M1 wires:
Scale: 4 px per µm.
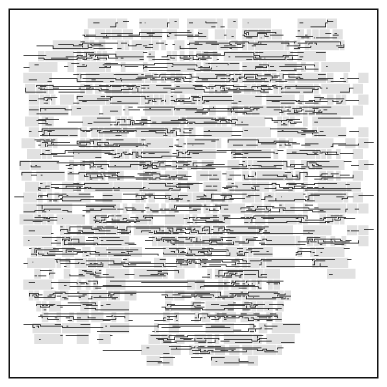
M2 wires:
Scale: 4 px per µm.
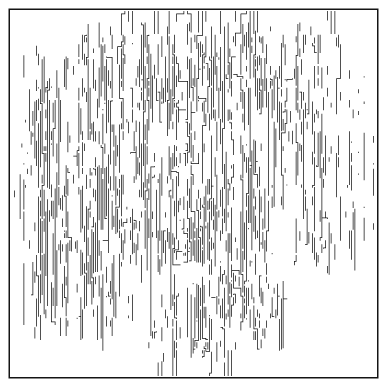
M3 wires:
Scale: 3 px per µm.
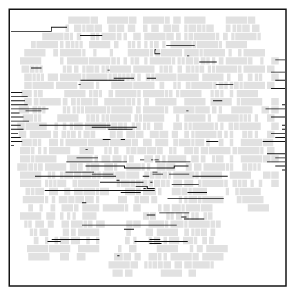
M4 wires:
Scale: 3 px per µm.
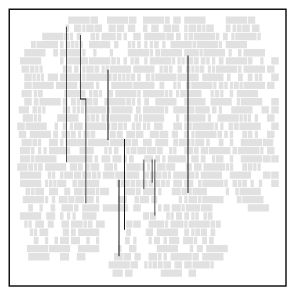
`config.mk`:
```
export PLATFORM = sky130hd
export DESIGN_NAME = imem_boot_loader_flat
export DESIGN_NICKNAME = d
export VERILOG_FILES = /design/src/rtl/imem_boot_loader_if.sv /design/src/rtl/imem_boot_loader.sv /design/src/flat_wrapper.sv
export SDC_FILE = /design/constraint.sdc
export NUM_CORES = 1
export LEC_CHECK = 0
export CAP_MARGIN = 10
export CORE_MARGIN = 2
export CORE_UTILIZATION = 59
export CTS_CLUSTER_DIAMETER = 80
export CTS_CLUSTER_SIZE = 25
export DETAILED_ROUTE_END_ITERATION = 6
export GPL_ROUTABILITY_DRIVEN = 1
export PLACE_DENSITY = 0.88
export SLEW_MARGIN = 20
export SYNTH_ARGS = -nofsm -noshare
export SYNTH_HDL_FRONTEND = slang
export SYNTH_SLANG_ARGS = --single-unit
```
`constraint.sdc`:
```
create_clock -name clk -period 3.76 [get_ports clk]
set_input_delay 1.128 -clock clk [delete_from_list [all_inputs] [get_ports clk]]
set_output_delay 1.128 -clock clk [all_outputs]
set_load 0.1 [all_outputs]
```
`src/rtl/imem_boot_loader_if.sv`:
```
// imem_boot_loader_if
//   Bundles the loader's byte-stream input handshake and the instruction-memory
//   write port.
//   Handshake: a byte transfers on every rising clk edge where rx_valid and
//   rx_ready are both 1. The source holds rx_data stable while rx_valid is high
//   and not yet accepted. rx_ready depends only on loader state, never on
//   rx_valid.
//   Signals:
//     rx_valid   - source has a byte on rx_data
//     rx_data    - byte-stream data
//     rx_ready   - loader can accept a byte this cycle
//     imem_we    - one-cycle write strobe per word
//     imem_addr  - word address (AW bits)
//     imem_wdata - 32-bit word
//   Modports: master = loader side, slave = stream source / memory side.
interface imem_boot_loader_if #(
  parameter int AW = 8
);
  logic          rx_valid;
  logic [7:0]    rx_data;
  logic          rx_ready;
  logic          imem_we;
  logic [AW-1:0] imem_addr;
  logic [31:0]   imem_wdata;

  modport master (
    input  rx_valid, rx_data,
    output rx_ready, imem_we, imem_addr, imem_wdata
  );

  modport slave (
    output rx_valid, rx_data,
    input  rx_ready, imem_we, imem_addr, imem_wdata
  );
endinterface

```
`src/rtl/imem_boot_loader.sv`:
```
// imem_boot_loader
//   Loads a little-endian byte stream into instruction memory. The stream is
//   LEN_LO, LEN_HI (16-bit word count N), then 4*N data bytes. The first byte
//   of each word lands in bits [7:0]. The core is held in reset until the load
//   completes.
//   Optional feature (macro LOADER_CHECKSUM_EN): one trailing byte must equal
//   the XOR of all data bytes. A match ends in DONE; a mismatch ends in FAIL.
//   Ports:
//     clk, reset  - rising-edge clock; synchronous active-high reset
//     reload      - one-cycle pulse; restarts loading from any state
//     bus         - imem_boot_loader_if.master (rx handshake + imem write)
//     core_rst_n  - active-low core reset; high only after a good load
//     done, err   - load succeeded / failed (overflow or bad checksum)
//     dbg_state   - current FSM state, for observation
//   Parameters: DEPTH (words, at most 65536), AW (2**AW >= DEPTH, AW <= 16).
module imem_boot_loader #(
  parameter int DEPTH = 256,
  parameter int AW    = 8
) (
  input  logic                clk,
  input  logic                reset,
  input  logic                reload,
  imem_boot_loader_if.master  bus,
  output logic                core_rst_n,
  output logic                done,
  output logic                err,
  output logic [2:0]          dbg_state
);

  localparam logic [2:0] S_IDLE   = 3'd0;
  localparam logic [2:0] S_LEN_LO = 3'd1;
  localparam logic [2:0] S_LEN_HI = 3'd2;
  localparam logic [2:0] S_DATA   = 3'd3;
  localparam logic [2:0] S_CHK    = 3'd4;
  localparam logic [2:0] S_DONE   = 3'd5;
  localparam logic [2:0] S_FAIL   = 3'd6;

`ifdef LOADER_CHECKSUM_EN
  localparam logic [2:0] S_EXIT_OK = S_CHK;
`else
  localparam logic [2:0] S_EXIT_OK = S_DONE;
`endif

  localparam logic [16:0] DEPTH_L = 17'(DEPTH);

  logic [2:0]    state_q, state_d;
  logic [15:0]   len_q, len_d;
  logic [15:0]   idx_q, idx_d;      // wide enough that it never wraps
  logic [1:0]    cnt_q, cnt_d;
  logic [23:0]   asm_q, asm_d;      // first three bytes of the current word
  logic          ovf_q, ovf_d;
  logic [7:0]    chk_q, chk_d;
  logic          we_q, we_d;
  logic [AW-1:0] addr_q, addr_d;
  logic [31:0]   wdata_q, wdata_d;
  logic          done_q, done_d;
  logic          err_q, err_d;

  logic          accept;
  logic          ovf_now;
  logic [15:0]   len_full;

  assign bus.rx_ready = (state_q == S_LEN_LO) || (state_q == S_LEN_HI) ||
                        (state_q == S_DATA)   || (state_q == S_CHK);
  assign accept       = bus.rx_valid && bus.rx_ready;
  assign len_full     = {bus.rx_data, len_q[7:0]};

  always_comb begin
    state_d = state_q;
    len_d   = len_q;
    idx_d   = idx_q;
    cnt_d   = cnt_q;
    asm_d   = asm_q;
    ovf_d   = ovf_q;
    chk_d   = chk_q;
    we_d    = 1'b0;
    addr_d  = addr_q;
    wdata_d = wdata_q;
    ovf_now = ovf_q;

    if (reload) begin
      // reload beats any byte being accepted on the same edge
      state_d = S_IDLE;
      len_d   = '0;
      idx_d   = '0;
      cnt_d   = '0;
      ovf_d   = 1'b0;
      chk_d   = '0;
    end else begin
      case (state_q)
        S_IDLE: state_d = S_LEN_LO;
        S_LEN_LO: begin
          if (accept) begin
            len_d[7:0] = bus.rx_data;
            state_d    = S_LEN_HI;
          end
        end
        S_LEN_HI: begin
          if (accept) begin
            len_d   = len_full;
            state_d = (len_full == 16'd0) ? S_EXIT_OK : S_DATA;
          end
        end
        S_DATA: begin
          if (accept) begin
            chk_d = chk_q ^ bus.rx_data;
            cnt_d = cnt_q + 2'd1;
            asm_d = {bus.rx_data, asm_q[23:8]};
            if (cnt_q == 2'd3) begin
              idx_d = idx_q + 16'd1;
              if ({1'b0, idx_q} < DEPTH_L) begin
                we_d    = 1'b1;
                addr_d  = idx_q[AW-1:0];
                wdata_d = {bus.rx_data, asm_q};
              end else begin
                // out-of-range words are swallowed; address never wraps
                ovf_now = 1'b1;
              end
              ovf_d = ovf_now;
              if (idx_q + 16'd1 == len_q) begin
                state_d = ovf_now ? S_FAIL : S_EXIT_OK;
              end
            end
          end
        end
        S_CHK: begin
`ifdef LOADER_CHECKSUM_EN
          if (accept) begin
            state_d = (bus.rx_data == chk_q) ? S_DONE : S_FAIL;
          end
`else
          state_d = S_FAIL;
`endif
        end
        S_DONE, S_FAIL: state_d = state_q;
        default: state_d = S_IDLE;
      endcase
    end

    // Status is registered from the current state, so done rises one cycle
    // after the final word's write strobe. reload clears it on the same edge.
    done_d = (state_q == S_DONE) && !reload;
    err_d  = (state_q == S_FAIL) && !reload;
  end

  always_ff @(posedge clk) begin
    if (reset) begin
      state_q <= S_IDLE;
      len_q   <= '0;
      idx_q   <= '0;
      cnt_q   <= '0;
      asm_q   <= '0;
      ovf_q   <= 1'b0;
      chk_q   <= '0;
      we_q    <= 1'b0;
      addr_q  <= '0;
      wdata_q <= '0;
      done_q  <= 1'b0;
      err_q   <= 1'b0;
    end else begin
      state_q <= state_d;
      len_q   <= len_d;
      idx_q   <= idx_d;
      cnt_q   <= cnt_d;
      asm_q   <= asm_d;
      ovf_q   <= ovf_d;
      chk_q   <= chk_d;
      we_q    <= we_d;
      addr_q  <= addr_d;
      wdata_q <= wdata_d;
      done_q  <= done_d;
      err_q   <= err_d;
    end
  end

  assign bus.imem_we    = we_q;
  assign bus.imem_addr  = addr_q;
  assign bus.imem_wdata = wdata_q;
  assign done           = done_q;
  assign err            = err_q;
  assign core_rst_n     = done_q;
  assign dbg_state      = state_q;

endmodule

```
`src/flat_wrapper.sv`:
```
// flat-port wrapper written by rule: the top's interface ports become plain ports
module imem_boot_loader_flat 
#(
  parameter int DEPTH = 256,
  parameter int AW    = 8
)
  (clk, reset, reload, core_rst_n, done, err, dbg_state, bus_rx_valid, bus_rx_data, bus_rx_ready, bus_imem_we, bus_imem_addr, bus_imem_wdata);
  imem_boot_loader_if #(.AW(AW)) bus_i ();
  input  logic clk;
  input  logic reset;
  input  logic reload;
  output logic core_rst_n;
  output logic done;
  output logic err;
  output logic [2:0] dbg_state;
  input wire logic [$bits(bus_i.rx_valid)-1:0] bus_rx_valid;
  input wire logic [$bits(bus_i.rx_data)-1:0] bus_rx_data;
  output wire logic [$bits(bus_i.rx_ready)-1:0] bus_rx_ready;
  output wire logic [$bits(bus_i.imem_we)-1:0] bus_imem_we;
  output wire logic [$bits(bus_i.imem_addr)-1:0] bus_imem_addr;
  output wire logic [$bits(bus_i.imem_wdata)-1:0] bus_imem_wdata;
  assign bus_i.rx_valid = bus_rx_valid;
  assign bus_i.rx_data = bus_rx_data;
  assign bus_rx_ready = bus_i.rx_ready;
  assign bus_imem_we = bus_i.imem_we;
  assign bus_imem_addr = bus_i.imem_addr;
  assign bus_imem_wdata = bus_i.imem_wdata;
  imem_boot_loader #(.DEPTH(DEPTH), .AW(AW)) u_core (.clk(clk), .reset(reset), .reload(reload), .bus(bus_i), .core_rst_n(core_rst_n), .done(done), .err(err), .dbg_state(dbg_state));
endmodule
```
==> reports/results.ini <==
[sta]
final.setup.tns_ps=0
clock_skew_ps=17.0
slew_violations=0
hold_viol=0
timing.final.ws_setup_ps=802
timing.fmax_mhz=338
hold_ws_ps=459
finalCritPeriodShare_pct=78.7
finalSetupViolCount=0
fin_crit_ps=2960
slew_headroom_pct=50.9
worstMarginPinSlew_ps=737
rsz0062_at_grt=false

[floorplanning]
num_io_pins=60
die_area_mm2=0.00842
core_area_mm2=0.00761
fp_util_pct=59.8
rows=32
tap_cells=102
die_w_um=91.8
chipHeight_um=91.8

[placement]
placed_area_mm2=0.00497
gp_congestion=0.934
dp.cells=705
io_buffer_count=59
pre_cts_slack_ps=530
dp_hpwl_um=7260

[final_layout]
diodes=0
fin_util_pct=68.0
nets=628
sh_seq_area_pct=40.6
area_growth_pct=13.9
final_common_cell=nand2_1
final-clk-cell-share_pct=3.89
n_clock_buffer=9
largest_register_ffs=32
comb_area_share_pct=42.6
num-nonclk-buffers=65
logic_area_mm2=0.00220
inv_count=8
seq_cells=105
fillers=643
seq_area_mm2=0.00210
drive_gt1_share_pct=13.1
fin_area_mm2=0.00518
instances_no_fill=721
largest_cell_class=logic gates
comb_cells=425
lay_top_cells=174 x nand2_1, 105 x dfxtp_1, 87 x a21oi_1, 54 x buf_4, 41 x nor2_1
buffer_area_share_pct=9.86

[pwr]
internal-power_mw=1.41
power.switching_uw=504
p_sw_share_pct=26.4
powerDensity_mw_per_mm2=370
pwr-share-seq_pct=58.6
ir_worst_vdd_v=0.000223
p_clk_share_pct=36.6
p_leak_nw=1.82
power_mw=1.91
p_comb_share_pct=4.8

[yosys]
synth_area_per_cell_um2=7.82
yosysCellCount=581
yosys-top-cells-area=dfxtp_1 46%, nand2_1 14%, a21oi_1 9.6%, xnor2_1 4.6%, nor2_1 3.4%
flop_cell=dfxtp_1
async_reset_ff_share_pct=0
largest_area_cell=dfxtp_1
syn-num-nets=595
ys_chip_area_mm2=0.00455
yosys-top-cells-count=174 x nand2_1, 105 x dfxtp_1, 87 x a21oi_1, 41 x nor2_1, 25 x clkbuf_1
edf_count=0
syn_inst=581
synth_top_cell_by_count=nand2_1
ys_ff=105
yosysUniqueCellTypes=46
mappedNetlistArea_mm2=0.00455
ys_seq_share_pct=46.2
yosysWarnings=0
synthDominantCellAreaShare_pct=46.2

[clock_network]
postCtsHoldBufs=0
cts_tree=built
path_clk_slew_ps=120
root_buffer=clkbuf_8
cts_buffers=9
clk_latency_ps=380
cts.sinks=105
post_cts_buffers=0
cts_max_level=3
clock_path_buffers=2
cts_resized=0

[drt]
antenna_left=0
wl_met2_um=4810
wl_met3_um=599
drc=0
post_drt_wl_per_cell_um=14.4
first_pass_iters=5
first_iter_violations=354
met1Wirelength_um=4740
via_per_inst=5.58
top_layer_used=met4

[global_route]
grt_pass1_wl_um=17700
antenna_found_initial=0
busiest_layer=met2
grt_pass1_vias=3740
grt_remaining_overflow=0
grtUsageTotal_pct=25.8
grt_max_degree=67
gr-usage-met2_pct=39.8

[critical_path]
worstSetupPathType=input port to flip-flop
reg2reg_from=u_core.idx_q[0]$_SDFFE_PP0P_
crit_required_ps=4000
worst_setup_path_end_kind=flip-flop
worstPathArrival_ps=3200
worstRegToRegCells=7
crit_end=u_core.idx_q[10]$_SDFFE_PP0P_
timing.rr.end=u_core.dbg_state[0]$_SDFFE_PP0P_
r2r_slack_ps=1210
startpoint=bus_rx_valid
cp_max_fo=7
startpoint_type=input port

[run_status]
status=complete, no violations

[worst_hold_path]
holdPathEnd=u_core.bus.imem_wdata[4]$_SDFFE_PP0P_
min_from=u_core.bus.imem_wdata[4]$_SDFFE_PP0P_
min_path_cells=2
hp-class=flip-flop to flip-flop

[run]
drv_cap=0
tool_warnings=26

About 'M1 wires':
- nets with wire on the layer: 564
- main direction: horizontal
- longest straight run: 37.7 µm
routed vias: 4026
final wirelength: 10400 µm
M1 GR Usage: 36.0%

About 'M2 wires':
- nets with wire on the layer: 501
- share of all routed wire: 46%

About 'M3 wires':
- nets with wire on the layer: 71
- main direction: horizontal
met3 Use GR: 3.62%

About 'M4 wires':
- wire length on this layer: 262 µm
- longest straight run: 45.6 µm
- share of all routed wire: 2.5%
- nets with wire on the layer: 8

-- kinds of logic after synthesis --
family,share of synthesized area [%]
muxes,0.220
xor gates and xnor gates,8.42
and+or+nand+nor,26.5
adders and majority gates,0.550
buffers and inverters,5.42
AOI/OAI and AO/OA,12.7
DFF,46.2
-- power groups by stage --
stage	Sequential (mW)	Combinational, mW	Clock (mW)
after floorplan	1.15	0.0523	0
after global placement	1.15	0.0895	0
after detailed placement	1.15	0.0904	0
after CTS	1.12	0.0908	0.708
after global routing	1.12	0.0991	0.755
final	1.12	0.0917	0.701
-- critical path, stage by stage --
cell             delay (ps)
clkdlybuf4s50_1         590
nand4b_2                230
or2_1                   370
nor3_1                  490
nand3_1                 180
xor2_1                  160
nor2_1                   50
Power figures rest on the tool's default switching activity, not on a simulated workload.
